[src/rtl/uart_rx.sv]
// 8N1 UART receiver: oversamples rx and presents each good byte with a one-cycle receive_sig pulse.
// Frames whose stop bit is low raise a one-cycle frame_err pulse and leave data_out unchanged.
//
//   state | meaning
//   IDLE  | line idle, waiting for rx_sync low
//   START | counting to mid start bit, rejecting glitches
//   DATA  | sampling DATA_LEN bits, LSB first, one per bit period
//   STOP  | sampling the stop bit, then pulse receive_sig or frame_err
//   BREAK | stop bit was low; wait for the line to return high
module uart_rx #(
  parameter int DATA_LEN     = 8,
  parameter int CLKS_PER_BIT = 2604
) (
  input  logic                clk,
  input  logic                reset,
  input  logic                rx,
  output logic [DATA_LEN-1:0] data_out,
  output logic                receive_sig,
  output logic                frame_err,
  output logic                rx_busy
);

  localparam int CNT_W = (CLKS_PER_BIT > 1) ? $clog2(CLKS_PER_BIT) : 1;
  localparam int IDX_W = (DATA_LEN > 1) ? $clog2(DATA_LEN) : 1;
  localparam int HALF  = (CLKS_PER_BIT - 1) / 2;

  localparam logic [CNT_W-1:0] CNT_LAST = CNT_W'(CLKS_PER_BIT - 1);
  localparam logic [CNT_W-1:0] CNT_HALF = CNT_W'(HALF);
  localparam logic [IDX_W-1:0] IDX_LAST = IDX_W'(DATA_LEN - 1);

  typedef enum logic [2:0] {
    IDLE  = 3'd0,
    START = 3'd1,
    DATA  = 3'd2,
    STOP  = 3'd3,
    BREAK = 3'd4
  } state_t;

  state_t              state, state_n;
  logic [CNT_W-1:0]    cnt, cnt_n;
  logic [IDX_W-1:0]    bit_idx, bit_idx_n;
  logic [DATA_LEN-1:0] shift, shift_n;
  logic [DATA_LEN-1:0] data_n;
  logic                recv_n, ferr_n;
  logic                rx_meta, rx_sync;

  // Both stages reset high so a reset never looks like a start bit.
  always_ff @(posedge clk) begin
    if (reset) begin
      rx_meta <= 1'b1;
      rx_sync <= 1'b1;
    end else begin
      rx_meta <= rx;
      rx_sync <= rx_meta;
    end
  end

  always_ff @(posedge clk) begin
    if (reset) begin
      state       <= IDLE;
      cnt         <= '0;
      bit_idx     <= '0;
      shift       <= '0;
      data_out    <= '0;
      receive_sig <= 1'b0;
      frame_err   <= 1'b0;
      rx_busy     <= 1'b0;
    end else begin
      state       <= state_n;
      cnt         <= cnt_n;
      bit_idx     <= bit_idx_n;
      shift       <= shift_n;
      data_out    <= data_n;
      receive_sig <= recv_n;
      frame_err   <= ferr_n;
      rx_busy     <= (state_n != IDLE);
    end
  end

  always_comb begin
    state_n   = state;
    cnt_n     = cnt;
    bit_idx_n = bit_idx;
    shift_n   = shift;
    data_n    = data_out;
    recv_n    = 1'b0;
    ferr_n    = 1'b0;
    case (state)
      IDLE: begin
        if (!rx_sync) begin
          state_n = START;
          cnt_n   = '0;
        end
      end
      START: begin
        if (cnt == CNT_HALF) begin
          cnt_n = '0;
          if (!rx_sync) begin
            state_n   = DATA;
            bit_idx_n = '0;
          end else begin
            state_n = IDLE;
          end
        end else begin
          cnt_n = cnt + CNT_W'(1);
        end
      end
      DATA: begin
        if (cnt == CNT_LAST) begin
          shift_n[bit_idx] = rx_sync;
          cnt_n            = '0;
          if (bit_idx == IDX_LAST) state_n = STOP;
          else                     bit_idx_n = bit_idx + IDX_W'(1);
        end else begin
          cnt_n = cnt + CNT_W'(1);
        end
      end
      STOP: begin
        // Leaving at mid stop bit lets a start bit that follows immediately be caught.
        if (cnt == CNT_LAST) begin
          cnt_n = '0;
          if (rx_sync) begin
            data_n  = shift;
            recv_n  = 1'b1;
            state_n = IDLE;
          end else begin
            ferr_n  = 1'b1;
            state_n = BREAK;
          end
        end else begin
          cnt_n = cnt + CNT_W'(1);
        end
      end
      BREAK: begin
        if (rx_sync) state_n = IDLE;
      end
      default: begin
        state_n = IDLE;
        cnt_n   = '0;
      end
    endcase
  end

endmodule

[config.mk]
export PLATFORM = sky130hd
export DESIGN_NAME = uart_rx
export DESIGN_NICKNAME = d
export VERILOG_FILES = /design/src/rtl/uart_rx.sv
export SDC_FILE = /design/constraint.sdc
export NUM_CORES = 1
export LEC_CHECK = 0
export CELL_PAD_IN_SITES_DETAIL_PLACEMENT = 1
export CELL_PAD_IN_SITES_GLOBAL_PLACEMENT = 1
export CORE_UTILIZATION = 44
export CTS_CLUSTER_SIZE = 25
export DETAILED_ROUTE_END_ITERATION = 16
export GPL_TIMING_DRIVEN = 0
export PLACE_DENSITY = 0.8
export SYNTH_ARGS = -nofsm -noshare
export SYNTH_HDL_FRONTEND = slang
export SYNTH_SLANG_ARGS = --single-unit
[constraint.sdc]
create_clock -name clk -period 2.65 [get_ports clk]
set_input_delay 0.795 -clock clk [delete_from_list [all_inputs] [get_ports clk]]
set_output_delay 0.795 -clock clk [all_outputs]
set_load 0.005 [all_outputs]
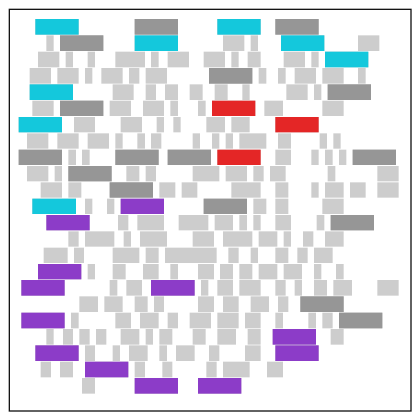
(images/ff_map.png)
(6 px per um) Other sequential cells in the stronger gray, the rest of the logic in the fainter gray.
[data_out] cyan | placed flops: 8
[bit_idx] red | placed flops: 3
[cnt] purple | placed flops: 12

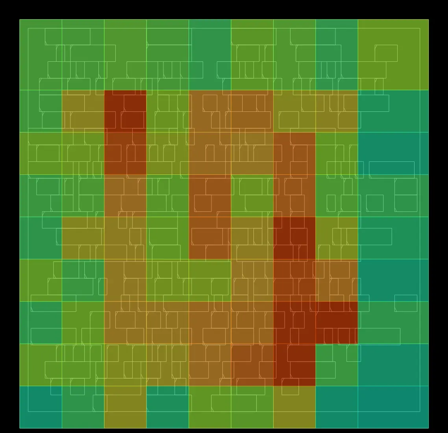
(images/congestion_map.png)
wire per inst: 16.7 um
GR Layer Usage met1: 30.1%
GRT met3 Usage: 4.97%

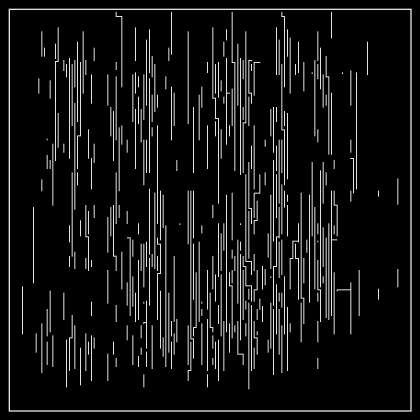
(images/m2.png)
(6 px per um)
wire length on this layer: 2110 um
share of all routed wire: 46%
longest straight run: 24.6 um
main direction: vertical
nets with wire on the layer: 205

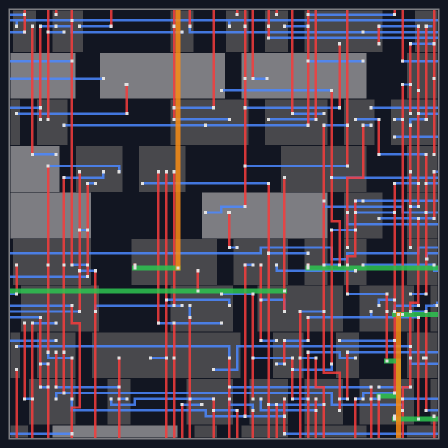
(images/closeup.png)
Window x 21 to 46, y 21 to 46 um. Cells in gray, sequential cells in the stronger gray; small squares are vias.
[M3] green
[M2] red
[M1] blue
[M4] orange
cells with their middle in the window: 45
most frequent: dfxtp_1 (5), nand2_1 (4)
sequential cells in the window: 5

==> Slide: Implementation Results <==
Key Metrics from the Run

Setup path
  – Critical Path Start Type: flop
  – Worst Path Arrival: 2.45 ns
  – Max Fanout on Critical Path: 9
  – CP Cell Sequence: ha_1, nor4b_4, nand3_2, or4b_1, buf_4, mux2i_1

CTS
  – Longest Clk Path Bufs: 2
  – CTS tree: built
  – Postcts setup bufs: 0
  – Clk_lat worst skew: 0.29 ns
  – Clock Tree Root: clkbuf_8
  – Clock slew at reported path FFs: 0.07 ns
  – Resized cells post-CTS: 0

Synthesis
  – Syn Inst Count: 202
  – Unique cell types: 48
  – Post-synth top area share: 42.4%
  – Top cells, area: dfxtp_1 42%, mux2i_1 8.7%, nand2_1 6.1%
  – Synth Net Count: 209
  – Seq cells post-synth: 39
  – Ys async rst share: 0%

STA
  – Final setup fails: 0
  – Fin. Hold Viols: 0
  – Max Freq: 439 MHz
  – Setup TNS: 0 ns

Placement
  – Dpl cell area: 2040 um^2
  – Post-DP HPWL: 3350 um
  – Final Wtd Congestion: 0.850
  – Worst slack at placement: 0.308 ns

Floorplanning
  – Total core area: 4000 um^2
  – Chip area: 4450 um^2
  – I/O pins: 14

Power and ir drop
  – Power per cell area: 487 nW/um^2
  – Clock share of power: 38.2%
  – Static Leak: 0.740 nW
  – P_sw: 0.243 mW

Run status
  – Status: complete, no violations

Layout
  – Ant diodes: 0
  – Ratio of cells with drive above 1 in the final layout: 8.07%

Run
  – Log Warnings: 27

Global route
  – Vias in the first global route: 1537

Route
  – Final wirelength: 4560 um
  – Vias per Instance: 5.83
  – Pre-Repair DR Iteration Count: 4
## synth_stat cells, types with 4 or more instances
| library cell | n |
|---|---|
| nor4_1 | 5 |
| nand2_1 | 30 |
| inv_1 | 8 |
| nor3_1 | 5 |
| or3_1 | 4 |
| o21ai_0 | 6 |
| a21oi_1 | 10 |
| clkbuf_1 | 6 |
| mux2i_1 | 16 |
| dfxtp_1 | 39 |
| ha_1 | 4 |
| nor2_1 | 9 |
## per-stage QoR
| step | hold WS, ns | utilization [%] | power [mW] |
|---|---|---|---|
| after CTS | 0.422 | 53.0 | 1.05 |
| final | 0.419 | 53.0 | 1.03 |
| after global placement | 0.399 | 50.9 | 0.649 |
| after detailed placement | 0.403 | 50.9 | 0.652 |
| after global routing | 0.441 | 53.0 | 1.07 |
| after floorplan | 0.389 | - | 0.634 |
## logic make-up (layout without fill, tap and decap cells)
family,after synthesis,count (layout),synth area share [%]
and+or+nand+nor,83,83,25.5
AOI/OAI and AO/OA,41,41,15.4
DFF,39,39,42.4
muxes,16,16,8.69
buffers and inverters,16,37,3.87
adders and majority gates,4,4,2.72
xor gates and xnor gates,3,3,1.43
## path summary, 6_finish.rpt
path | slack [ns] | startpoint | endpoint | cells past startpoint
max | 0.37 | cnt[0]$_SDFFE_PP0P_ | data_out[7]$_SDFFE_PP0P_ | 6
min | 0.42 | rx_meta$_SDFF_PP1_ | rx_sync$_SDFF_PP1_ | 1
max reg2reg | 0.37 | cnt[0]$_SDFFE_PP0P_ | data_out[7]$_SDFFE_PP0P_ | 6
min reg2reg | 0.42 | rx_meta$_SDFF_PP1_ | rx_sync$_SDFF_PP1_ | 1
## registers in the layout (all words and copies together), names as in the netlist
name / flops
cnt: 12
bit_idx: 3
shift: 8
state: 3
rx_busy: 1
rx_meta: 1
receive_sig: 1
data_out: 8
frame_err: 1
rx_sync: 1
## area by class of cell
class	instances	area (um^2)
well taps	50	62.6
flip-flops and latches	39	781
clock inverters	2	12.5
plain buffers	8	41.3
repair buffers	13	130
clock buffers	6	72.6
fillers	465	1880
multi-input cells	147	991
inverters	8	30.0
## power by group through the flow
| stage | sequential (mW) | clock [mW] | combinational [mW] |
|---|---|---|---|
| 2_1_floorplan | 0.607 | 0 | 0.0275 |
| 3_3_place_gp | 0.608 | 0 | 0.0417 |
| 3_5_place_dp | 0.608 | 0 | 0.0436 |
| 4_1_cts | 0.594 | 0.408 | 0.0436 |
| 5_1_grt | 0.595 | 0.430 | 0.0475 |
| 6_report | 0.594 | 0.394 | 0.0432 |
## critical path: cells and delay by family (launching register included)
| kind | cells | cell delay, ns |
|---|---|---|
| adder cells (fa/ha/maj) | 1 | 0.27 |
| buffers and inverters | 1 | 0.21 |
| flip-flops | 1 | 0.40 |
| multiplexers | 1 | 0.14 |
| AND/OR/NAND/NOR | 3 | 1.14 |
## layer usage
metal	GRT usage, %	vias up	wire length (um)
li1	-	780	-
met1	30.1	772	2180
met2	36.5	33	2110
met3	4.97	7	206
met4	8.24	0	70
met5	0	-	0
Power and IR drop assume default switching activity.
